==> src/rtl/rr_arbiter.sv <==
// Round-robin arbiter: rotating-pointer search, owner keeps the grant while req
// stays high, with a hold timeout that pre-empts a long owner when others wait.
module rr_arbiter #(
  parameter int N        = 4,
  parameter int ID_W     = 2,
  parameter int MAX_HOLD = 4
) (
  input  logic            clk,
  input  logic            rst,
  input  logic [N-1:0]    req,
  output logic [N-1:0]    gnt,
  output logic [ID_W-1:0] gnt_id,
  output logic            gnt_valid,
  output logic            preempt
);

  localparam logic [0:0] IDLE  = 1'b0;
  localparam logic [0:0] GRANT = 1'b1;

  localparam int HC_W = (MAX_HOLD < 1) ? 1 : $clog2(MAX_HOLD + 1);
  localparam int SW   = ID_W + 1;

  logic [0:0]      state;
  logic [ID_W-1:0] ptr;
  logic [HC_W-1:0] hold_cnt;

  logic [ID_W-1:0] winner;
  logic            found;
  logic [SW-1:0]   scan_idx;
  logic [ID_W-1:0] ptr_after_owner;
  logic            owner_req;
  logic            others_wait;
  logic            timeout;

  // Scan req starting at ptr, wrapping modulo N; the first set bit wins.
  always_comb begin
    winner   = '0;
    found    = 1'b0;
    scan_idx = '0;
    for (int unsigned j = 0; j < N; j++) begin
      scan_idx = {1'b0, ptr} + SW'(j);
      if (scan_idx >= SW'(N))
        scan_idx = scan_idx - SW'(N);
      if (!found && req[scan_idx[ID_W-1:0]]) begin
        found  = 1'b1;
        winner = scan_idx[ID_W-1:0];
      end
    end
  end

  always_comb begin
    ptr_after_owner = (gnt_id == ID_W'(N - 1)) ? '0 : gnt_id + ID_W'(1);
    owner_req       = |(req & gnt);
    others_wait     = |(req & ~gnt);
    timeout         = (MAX_HOLD != 0) && (hold_cnt == HC_W'(MAX_HOLD)) && others_wait;
  end

  always_ff @(posedge clk) begin
    if (rst) begin
      state     <= IDLE;
      ptr       <= '0;
      hold_cnt  <= '0;
      gnt       <= '0;
      gnt_id    <= '0;
      gnt_valid <= 1'b0;
      preempt   <= 1'b0;
    end else begin
      preempt <= 1'b0;
      case (state)
        IDLE: begin
          if (found) begin
            state     <= GRANT;
            gnt       <= {{(N-1){1'b0}}, 1'b1} << winner;
            gnt_id    <= winner;
            gnt_valid <= 1'b1;
            hold_cnt  <= HC_W'(1);
          end else begin
            gnt       <= '0;
            gnt_id    <= '0;
            gnt_valid <= 1'b0;
          end
        end
        GRANT: begin
          // Voluntary release takes precedence over the timeout path.
          if (!owner_req || timeout) begin
            state     <= IDLE;
            ptr       <= ptr_after_owner;
            gnt       <= '0;
            gnt_id    <= '0;
            gnt_valid <= 1'b0;
            hold_cnt  <= '0;
            preempt   <= owner_req;
          end else if (hold_cnt < HC_W'(MAX_HOLD)) begin
            hold_cnt <= hold_cnt + HC_W'(1);
          end
        end
        default: begin
          state     <= IDLE;
          gnt       <= '0;
          gnt_id    <= '0;
          gnt_valid <= 1'b0;
        end
      endcase
    end
  end

endmodule
==> config.mk <==
export PLATFORM = sky130hd
export DESIGN_NAME = rr_arbiter
export DESIGN_NICKNAME = d
export VERILOG_FILES = /design/src/rtl/rr_arbiter.sv
export SDC_FILE = /design/constraint.sdc
export NUM_CORES = 1
export LEC_CHECK = 0
export CORE_MARGIN = 4
export CORE_UTILIZATION = 48
export CTS_BUF_LIST = sky130_fd_sc_hd__clkbuf_4
export CTS_CLUSTER_DIAMETER = 150
export DETAILED_ROUTE_END_ITERATION = 12
export PLACE_DENSITY_LB_ADDON = 0.2
export SLEW_MARGIN = 20
export SYNTH_ARGS = -nofsm -noshare
export SYNTH_HDL_FRONTEND = slang
export SYNTH_SLANG_ARGS = --single-unit
==> constraint.sdc <==
create_clock -name clk -period 1.5 [get_ports clk]
set_input_delay 0.3 -clock clk [delete_from_list [all_inputs] [get_ports clk]]
set_output_delay 0.3 -clock clk [all_outputs]
set_load 0.05 [all_outputs]
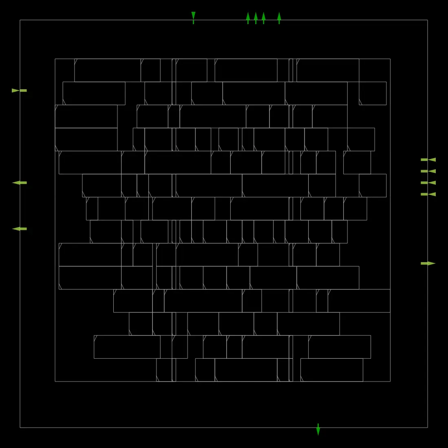
(images/final_placement.png)
non-filler instance count after layout: 123
placement row count: 14
final core utilization: 0.743
well tap count: 16
Core ar.: 1510 sq um

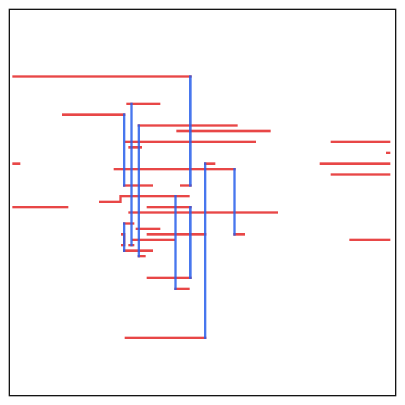
(images/metal_stack.png)
(8 px per micron) Two of the layers only.
- red: met3 (wire length 206 microns)
- blue: met4 (wire length 110 microns)
DR WL/cell: 17.9 microns
Via Count: 791
WL final: 2200 microns
aggregate global-route resource usage: 0.198

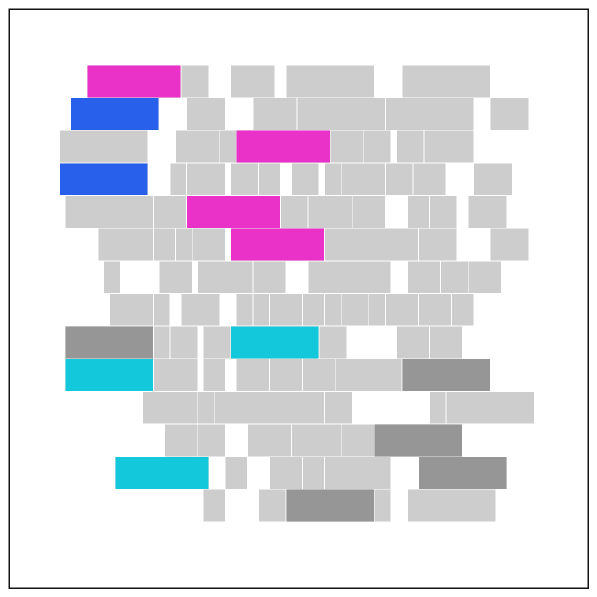
(images/registers.png)
(12 px per micron) Other sequential cells in the stronger gray, the rest of the logic in the fainter gray.
- blue: gnt_id (placed flops 2)
- cyan: hold_cnt (placed flops 3)
- magenta: gnt (placed flops 4)
P_seq: 0.440 mW
sequential share of cell area: 0.256
register area: 287 sq um

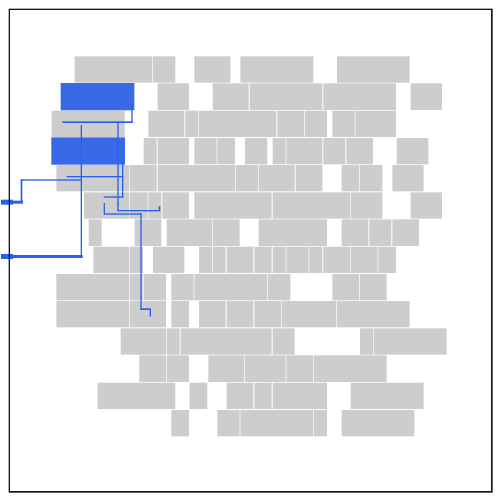
(images/port_nets.png)
(10 px per micron)
- blue: gnt_id (bits 2; direction output; end cells 2; buffers 2; wire 77.5 microns)
I/O Pins: 14
port bufs: 13

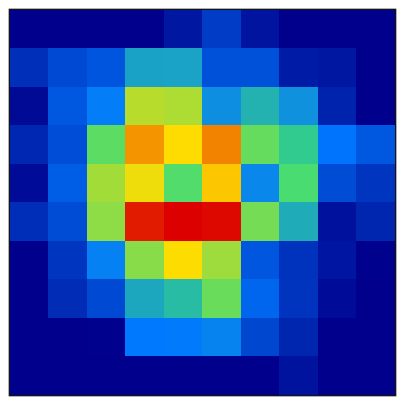
(images/wire_density.png)
(8 px per micron) The die is cut into 10 by 10 equal tiles; dark blue is low, red is high, scaled to the fullest tile. Values are wire area over tile area, all layers added.
- densest ninth of the die: center
- fullest tile: 0.69
- tiles over half the peak: 21%
- mean over tiles: 0.16
- nearly empty tiles: 27%
- emptiest ninth of the die: lower right

==> reports/results.ini <==
[outcome]
status = finished with violations
violations = setup timing

[synthesis]
synth_cells = 82
synth.avg_cell_area_sq_um = 9.41
edf_count = 0
syn_area_sq_um = 772
flop_cell = dfxtp_1
seq_area_frac_synth = 0.363
synthArstFlopShare = 0
yosys_warnings = 0
largest_area_cell = dfxtp_1

[setup_path]
critPathCaptureType = flop
critPathKind = flop to flop
start_kind = flop
cp_slowest_cell = dfxtp_1

[cells_and_area]
area_delta_synth_final_pct = 45.1
multi_input_comb_cells = 61
layout_top_cells = buf_4, dfxtp_1, buf_12
sh_comb_area = 0.429
lay_top_count = buf_4
clkCellAreaFrac = 0.0201
fin_area_sq_um = 1120
buffers = 24
drive_gt1_frac = 0.364
logic_area_sq_um = 480
flops = 14
insertedDiodeCount = 0

[clock_network]
cts_buffers = 3
cts_resized = 5
clk_latency_ns = 0.28
hold_buffers = 0
cts-root-buf = clkbuf_4
cts_max_path_buffers = 2
cts.sinks = 14
clk_pin_slew_worst_paths_ns = 0.08
postCtsSetupBuffers = 1

[sta]
finalWorstSetupSlack_ns = -0.0241
tns_ns = -0.0244
tightest_slew_ns = 0.440
clock.fmax_mhz = 656
slew_headroom = 0.705
finalSetupViolations = 2
period_used_share = 1.02
grt_setup_unrepaired = true
whs_ns = 0.508

[global_routing]
grt_pass1_vias = 708
met2_usage = 0.309
grt_pass1_wl_microns = 3120
grt_start_max_net_pins = 11

[power_and_ir_drop]
peakVddDrop_mv = 0.591
p_leak_nw = 0.452

[place]
dp_slack_ns = -0.453
placed_area_sq_um = 1050

[hold_path]
hold_depth = 2
hold_path_class = flop to flop

[detailed_routing]
drt_pass1_iterations = 4
ant_nets = 0
drc = 0

[die]
chipArea_sq_um = 2310

## registers in the layout, summed over array words and instances (netlist names)
register	flops
ptr	2
gnt_valid	1
preempt	1
gnt	4
state	1
hold_cnt	3
gnt_id	2
## critical path: cells and delay by family (launching register included)
| kind | cells | cell delay [ns] |
|---|---|---|
| flip-flops | 1 | 0.41 |
| AND-OR/OR-AND | 1 | 0.35 |
| AND/OR/NAND/NOR | 2 | 0.29 |
| multiplexers | 1 | 0.37 |
## routing by layer
layer / up-vias / part of all wire
met4: 0 / 0.050
met3: 19 / 0.094
li1: 361 / -
met2: 42 / 0.46
met1: 369 / 0.40
met5: - / 0
## synthesized netlist by cell type (2+ instances only)
cell       n
dfxtp_1   14
nand2_1    8
nand2b_1   6
inv_1      5
nor3_1     4
a21oi_1    3
a32o_1     3
ha_1       3
nor2b_1    3
o22ai_1    3
a22oi_1    2
mux2i_1    2
nand3_1    2
nand3b_1   2
nor2_1     2
o32ai_1    2
## cell families (layout without fill, tap and decap cells)
kind of cell | Yosys count | in the layout | synth area share
AND-OR/OR-AND | 20 | 20 | 0.211
adder cells (fa/ha/maj) | 3 | 3 | 0.0486
buffers and inverters | 7 | 32 | 0.0567
flip-flops | 14 | 14 | 0.363
multiplexers | 4 | 4 | 0.0600
AND/OR/NAND/NOR | 34 | 34 | 0.261
## power by group
group          leakage (nW)  switching [mW]  internal (mW)
Clock                0.0138           0.116         0.0931
Sequential            0.117          0.0376          0.402
Combinational         0.321           0.167          0.154
Total                 0.452           0.320          0.649
## worst paths after layout
check,from,to
setup / recovery,ptr[1],gnt[3]
hold / removal,gnt_valid,gnt_valid
setup reg to reg,ptr[1],gnt[3]
hold reg to reg,gnt_valid,gnt_valid
Power figures rest on the tool's default switching activity, not on a simulated workload.
